$ cat src/rtl/spi_cfg_pkg.sv
// Shared definitions for the SPI configuration sequencer and its register table.
// Holds the state encoding, the address/data widths and the transmitter frame
// constants, so the sequencer and the transmitter agree on the frame layout.
package spi_cfg_pkg;

  localparam int ADDR_W = 13;
  localparam int DATA_W = 8;

  typedef enum logic [2:0] {
    IDLE = 3'd0,
    REQ  = 3'd1,
    XFER = 3'd2,
    GAP  = 3'd3,
    DONE = 3'd4,
    ERR  = 3'd5
  } seq_state_t;

  // Instruction word: R/W bit (0 = write), W1:W0 = 00 (single byte), then A12..A0.
  localparam logic       FRAME_RW_WRITE = 1'b0;
  localparam logic [1:0] FRAME_W_1BYTE  = 2'b00;

  function automatic logic [15:0] frame_instr(input logic [ADDR_W-1:0] addr);
    return {FRAME_RW_WRITE, FRAME_W_1BYTE, addr};
  endfunction

endpackage

$ cat src/rtl/spi_cfg_rom.sv
// Board register table: maps a table index to a {address, data} pair.
// Kept in its own module so a different board can swap in its own table.
module spi_cfg_rom
  import spi_cfg_pkg::*;
#(
  parameter int IDX_W = 4
) (
  input  logic [IDX_W-1:0]  idx,
  output logic [ADDR_W-1:0] addr,
  output logic [DATA_W-1:0] data
);

  // Purely combinational lookup; the sequencer registers the result.
  always_comb begin
    addr = '0;
    data = '0;
    case (32'(idx))
      32'd0:   begin addr = 13'h000; data = 8'h18; end
      32'd1:   begin addr = 13'h005; data = 8'h01; end
      32'd2:   begin addr = 13'h0FF; data = 8'h01; end
      32'd3:   begin addr = 13'h014; data = 8'h00; end
      32'd4:   begin addr = 13'h016; data = 8'h02; end
      32'd5:   begin addr = 13'h018; data = 8'h0F; end
      32'd6:   begin addr = 13'h0FF; data = 8'h01; end
      32'd7:   begin addr = 13'h00F; data = 8'h00; end
      default: begin addr = '0;      data = '0;    end
    endcase
  end

endmodule

$ cat src/rtl/spi_cfg_sequencer.sv
// Walks the register table and hands each address/data pair to the SPI
// configuration transmitter using the en_config / tx_busy handshake, with a
// programmable idle gap between frames.
// Optional handshake timeout: define SPI_CFG_SEQ_TIMEOUT_EN to enable the
// REQ/XFER watchdog and the ERR state; otherwise error is tied low.
module spi_cfg_sequencer
  import spi_cfg_pkg::*;
#(
  parameter int NUM_REGS       = 8,
  parameter int IDX_W          = 4,
  parameter int GAP_CYCLES     = 16,
  parameter int TIMEOUT_CYCLES = 1024
) (
  input  logic             clk,
  input  logic             rst,
  input  logic             start,
  input  logic             tx_busy,
  output logic             en_config,
  output logic [12:0]      cfg_addr,
  output logic [7:0]       cfg_data,
  output logic [IDX_W-1:0] reg_index,
  output logic             seq_busy,
  output logic             done,
  output logic             error
);

  localparam int               GAP_W     = (GAP_CYCLES > 1) ? $clog2(GAP_CYCLES) : 1;
  localparam logic [GAP_W-1:0] GAP_LAST  = GAP_W'((GAP_CYCLES > 0) ? GAP_CYCLES - 1 : 0);
  localparam logic [IDX_W-1:0] LAST_IDX  = IDX_W'((NUM_REGS > 0) ? NUM_REGS - 1 : 0);
  localparam logic             ZERO_REGS = (NUM_REGS == 0);
  localparam logic             NO_GAP    = (GAP_CYCLES == 0);

  // Reject parameter sets the index or watchdog cannot represent.
  if (TIMEOUT_CYCLES < 1 || NUM_REGS > (1 << IDX_W)) begin : g_param_check
    $error("spi_cfg_sequencer: illegal parameter combination");
  end

  seq_state_t        state, state_n;
  logic [IDX_W-1:0]  idx_n;
  logic [GAP_W-1:0]  gap_cnt, gap_cnt_n;
  logic [12:0]       rom_addr;
  logic [7:0]        rom_data;

`ifdef SPI_CFG_SEQ_TIMEOUT_EN
  localparam int              TO_W    = (TIMEOUT_CYCLES > 1) ? $clog2(TIMEOUT_CYCLES) : 1;
  localparam logic [TO_W-1:0] TO_LAST = TO_W'(TIMEOUT_CYCLES - 1);
  logic [TO_W-1:0] to_cnt, to_cnt_n;
`endif

  // The table is looked up with the upcoming index so the pair is registered
  // in the same edge that raises en_config.
  spi_cfg_rom #(.IDX_W(IDX_W)) u_rom (
    .idx  (idx_n),
    .addr (rom_addr),
    .data (rom_data)
  );

  // Next-state, next-index and counter logic for the handshake walk.
  always_comb begin
    state_n   = state;
    idx_n     = reg_index;
    gap_cnt_n = gap_cnt;
    case (state)
      IDLE, DONE: begin
        if (start && !tx_busy) begin
          idx_n   = '0;
          state_n = ZERO_REGS ? DONE : REQ;
        end
      end
      REQ: begin
        if (tx_busy) state_n = XFER;
      end
      XFER: begin
        if (!tx_busy) begin
          if (reg_index == LAST_IDX) begin
            state_n = DONE;
          end else begin
            idx_n     = reg_index + 1'b1;
            gap_cnt_n = '0;
            state_n   = NO_GAP ? REQ : GAP;
          end
        end
      end
      GAP: begin
        if (gap_cnt == GAP_LAST) begin
          if (!tx_busy) state_n = REQ;
        end else begin
          gap_cnt_n = gap_cnt + 1'b1;
        end
      end
`ifdef SPI_CFG_SEQ_TIMEOUT_EN
      ERR: begin
        if (start) begin
          idx_n   = '0;
          state_n = ZERO_REGS ? DONE : REQ;
        end
      end
`endif
      default: state_n = IDLE;
    endcase
`ifdef SPI_CFG_SEQ_TIMEOUT_EN
    to_cnt_n = '0;
    if ((state == REQ || state == XFER) && state_n == state) begin
      if (to_cnt == TO_LAST) begin
        state_n = ERR;
      end else begin
        to_cnt_n = to_cnt + 1'b1;
      end
    end
`endif
  end

  // State register plus registered outputs derived from the next state.
  always_ff @(posedge clk) begin
    if (rst) begin
      state     <= IDLE;
      reg_index <= '0;
      gap_cnt   <= '0;
      en_config <= 1'b0;
      seq_busy  <= 1'b0;
      done      <= 1'b0;
      cfg_addr  <= '0;
      cfg_data  <= '0;
    end else begin
      state     <= state_n;
      reg_index <= idx_n;
      gap_cnt   <= gap_cnt_n;
      en_config <= (state_n == REQ);
      seq_busy  <= (state_n inside {REQ, XFER, GAP});
      done      <= (state_n == DONE);
      if (state_n == REQ && state != REQ) begin
        cfg_addr <= rom_addr;
        cfg_data <= rom_data;
      end
    end
  end

`ifdef SPI_CFG_SEQ_TIMEOUT_EN
  // Watchdog counter and sticky error flag for a stalled handshake.
  always_ff @(posedge clk) begin
    if (rst) begin
      to_cnt <= '0;
      error  <= 1'b0;
    end else begin
      to_cnt <= to_cnt_n;
      error  <= (state_n == ERR);
    end
  end
`else
  assign error = 1'b0;
`endif

endmodule

$ cat config.mk
export PLATFORM = sky130hd
export DESIGN_NAME = spi_cfg_sequencer
export DESIGN_NICKNAME = d
export VERILOG_FILES = /design/src/rtl/spi_cfg_pkg.sv /design/src/rtl/spi_cfg_rom.sv /design/src/rtl/spi_cfg_sequencer.sv
export SDC_FILE = /design/constraint.sdc
export NUM_CORES = 1
export LEC_CHECK = 0
export CAP_MARGIN = 30
export CORE_ASPECT_RATIO = 2
export CORE_MARGIN = 1.5
export CORE_UTILIZATION = 58
export DETAILED_ROUTE_END_ITERATION = 10
export GPL_TIMING_DRIVEN = 0
export PLACE_DENSITY_LB_ADDON = 0.2
export SYNTH_ARGS = -nofsm -noshare
export SYNTH_HDL_FRONTEND = slang
export SYNTH_HIERARCHICAL = 1
export SYNTH_SLANG_ARGS = --single-unit
$ cat constraint.sdc
create_clock -name clk -period 4.1 [get_ports clk]
set_input_delay 0.82 -clock clk [delete_from_list [all_inputs] [get_ports clk]]
set_output_delay 0.82 -clock clk [all_outputs]
set_load 0.01 [all_outputs]
==> results.yml <==
# synthesis and place-and-route metrics
outcome:
  status: "finished with violations"
  violations: "design-rule violations"
synthesis:
  ys_seq_share: 0.3478
  topCellsByArea: "dfxtp_1, nand2b_1, mux2i_1, ha_1, buf_4"
  synth_warnings: 6
  common_cells: "nand2b_1, dfxtp_1, mux2i_1"
  synthXorXnorAreaFrac: 0
  top_cell_area_share: 0.3478
  yosysCellCount: 215
  ys_sh_adder: 0.04969
  flop_cell: "dfxtp_1"
clocking:
  cts_hold_buf: 0
  insertion_delay_ps: 290
  cts_setup_buffers: 0
  cts_root_buf: "clkbuf_8"
final_timing:
  drv_slew: 0
  worst_pin_slew_ps: 611.9
  finalClockPeriodUsage: 0.8059
grt:
  grt-busiest-layer: "met2"
worst_setup_path:
  critPathMaxStageDelay_ps: 570
placement:
  port_buffers: 30
routing:
  drtAntennaViolNets: 0
  drt_iter0_drc: 26
  dr.pass1.iters: 7
  drc_errors: 2
layout:
  layout.nets: 271
flow_run:
  tool_warnings: 31
worst min-delay path, delay by kind of cell, from the launching register on:
kind             cells  cell delay [ps]
muxes                1               60
DFF                  1              310
and+or+nand+nor      1               60
worst paths after layout:
path | start | to | slack [ps] | cells after the start
worst min register to register | cfg_data[1]$_SDFFE_PP0P_ | cfg_data[1]$_SDFFE_PP0P_ | 470 | 2
worst max-delay path | tx_busy | cfg_addr[2]$_SDFFE_PP0P_ | 800 | 10
worst min-delay path | cfg_data[1]$_SDFFE_PP0P_ | cfg_data[1]$_SDFFE_PP0P_ | 470 | 2
worst max register to register | reg_index[0]$_SDFF_PP0_ | cfg_addr[2]$_SDFFE_PP0P_ | 1410 | 10
registers in the layout (all words and copies together), names as in the netlist:
signal and cells:
cfg_addr 13, cfg_data 8, gap_cnt 4, reg_index 4, state 3, done 1
en_config 1, seq_busy 1
cell type report:
cell class                      instances  area [sq um]
Buffer                                 23         160.2
Clock buffer                            5         68.82
Clock inverter                          3         67.56
Fill cell                             242         823.3
Inverter                                5         18.77
Multi-Input combinational cell        159          1161
Sequential cell                        35         700.7
Tap cell                               32         40.04
Timing Repair Buffer                   30         300.3
kinds of logic after synthesis:
logic type | Yosys count
simple gates | 95
buf+inv | 28
other cells | 2
fa+ha+maj | 8
mux | 25
flops | 35
compound gates | 22
per-stage QoR:
| step | setup WS [ps] | hold slack, ps | std cells | power (W) | cell area (sq um) |
|---|---|---|---|---|---|
| detailed placement | 545.7 | 466.4 | 284 | 0.0005234 | 2381 |
| floorplan | 1517 | 449.2 | 222 | 0.0004747 | 2041 |
| global route | 670.3 | 506.4 | 292 | 0.0009234 | 2517 |
| CTS | 816.5 | 479.8 | 292 | 0.0008987 | 2517 |
| global placement | 526.7 | 459.3 | 284 | 0.0005221 | 2381 |
| finish | 795.6 | 473.9 | 292 | 0.0008899 | 2517 |
where the power goes:
group / switching, W / internal [W]
Sequential: 0.00000955 / 0.000356
Clock: 0.000131 / 0.000243
Combinational: 0.0000708 / 0.0000802
Total: 0.000211 / 0.000679
per-layer routing:
layer | up-vias | wire length, um
met5 | - | 0
met4 | 0 | 132
met3 | 15 | 108
met2 | 37 | 2206
met1 | 753 | 1537
li1 | 794 | -
placed cells by master (no fill, tap or decap), drive strengths merged, types with 2 or more instances in the layout:
| master | synthesis | routed |
|---|---|---|
| inv | 5 | 5 |
| or3 | 2 | 2 |
| clkbuf | 6 | 11 |
| a211oi | 4 | 4 |
| ha | 8 | 8 |
| and3 | 2 | 2 |
| nor3 | 3 | 3 |
| nor2 | 10 | 10 |
| bufinv | 0 | 2 |
| clkdlybuf4s50 | 0 | 30 |
| buf | 17 | 17 |
| mux2i | 25 | 25 |
| nand2b | 46 | 46 |
| nand3 | 3 | 3 |
| nand2 | 8 | 8 |
| conb | 2 | 9 |
| o21ai | 2 | 2 |
| a21oi | 6 | 6 |
| nor2b | 8 | 8 |
| dfxtp | 35 | 35 |
| and3b | 2 | 2 |
| or4b | 2 | 2 |
| nand3b | 2 | 2 |
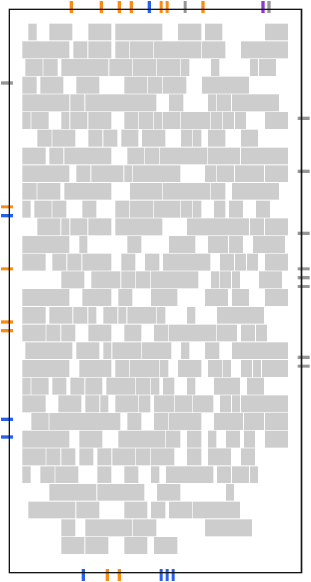
Figure 1: I/O pins on the die edge.
Pins as bars across the die edge, other pins in grey.
Purple stands for error, pins 1, direction output, edge north. Orange stands for cfg_addr, pins 13, direction output, edge 7 north, 4 west, 2 south. Blue stands for cfg_data, pins 8, direction output, edge 4 south, 3 west, 1 north.
All pins by edge: 11 north, 8 west, 8 east, 6 south.

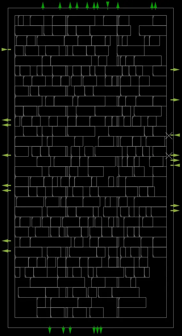
Figure 2: placement view.
std cell rows: 30
fraction of area in registers: 0.2783
Layout Utilization: 0.7536

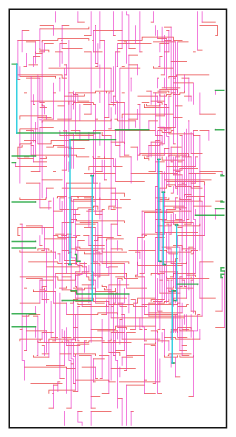
Figure 3: signal wires by layer.
Green stands for metal 3, wire length 109 um. Red stands for metal 1, wire length 1540 um. Cyan stands for metal 4, wire length 133 um. Magenta stands for metal 2, wire length 2210 um.

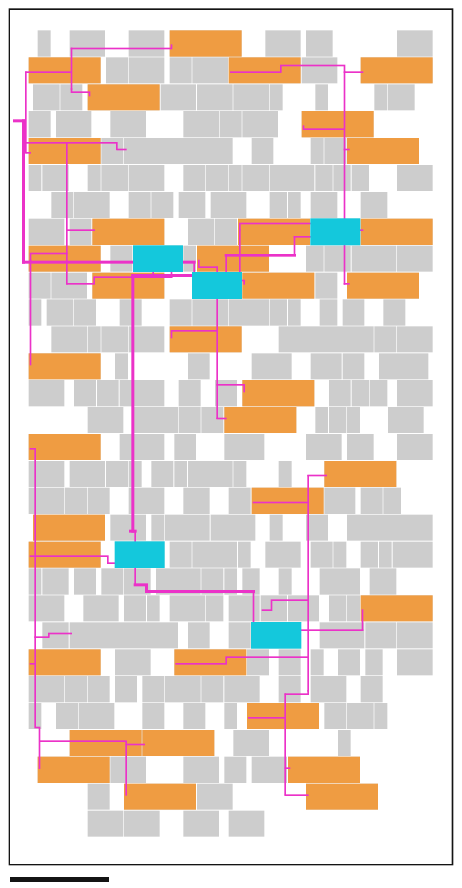
Figure 4: clock wires, drivers and flops.
Bar = 10 um.
Magenta stands for clock wires, length 434 um. Cyan stands for clock drivers, count 5. Orange stands for flip-flops, count 35.
There are 6 routed clock nets.

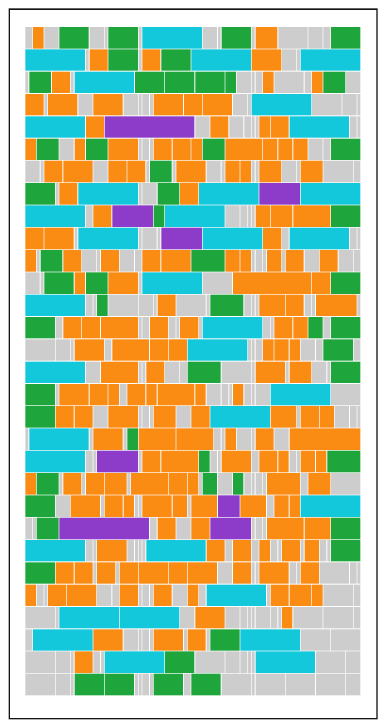
Figure 5: cell classes on the final placement.
Fill, decap, tap and diode cells in grey.
Purple stands for clock drivers and dummy loads, cells 8, share of their area 5.5%. Orange stands for combinational and other logic, cells 164, share of their area 48%. Green stands for other buffers and delay cells, cells 53, share of their area 19%. Cyan stands for flops, cells 35, share of their area 28%.

No activity file was given, so power comes from the tool's default toggle rates.
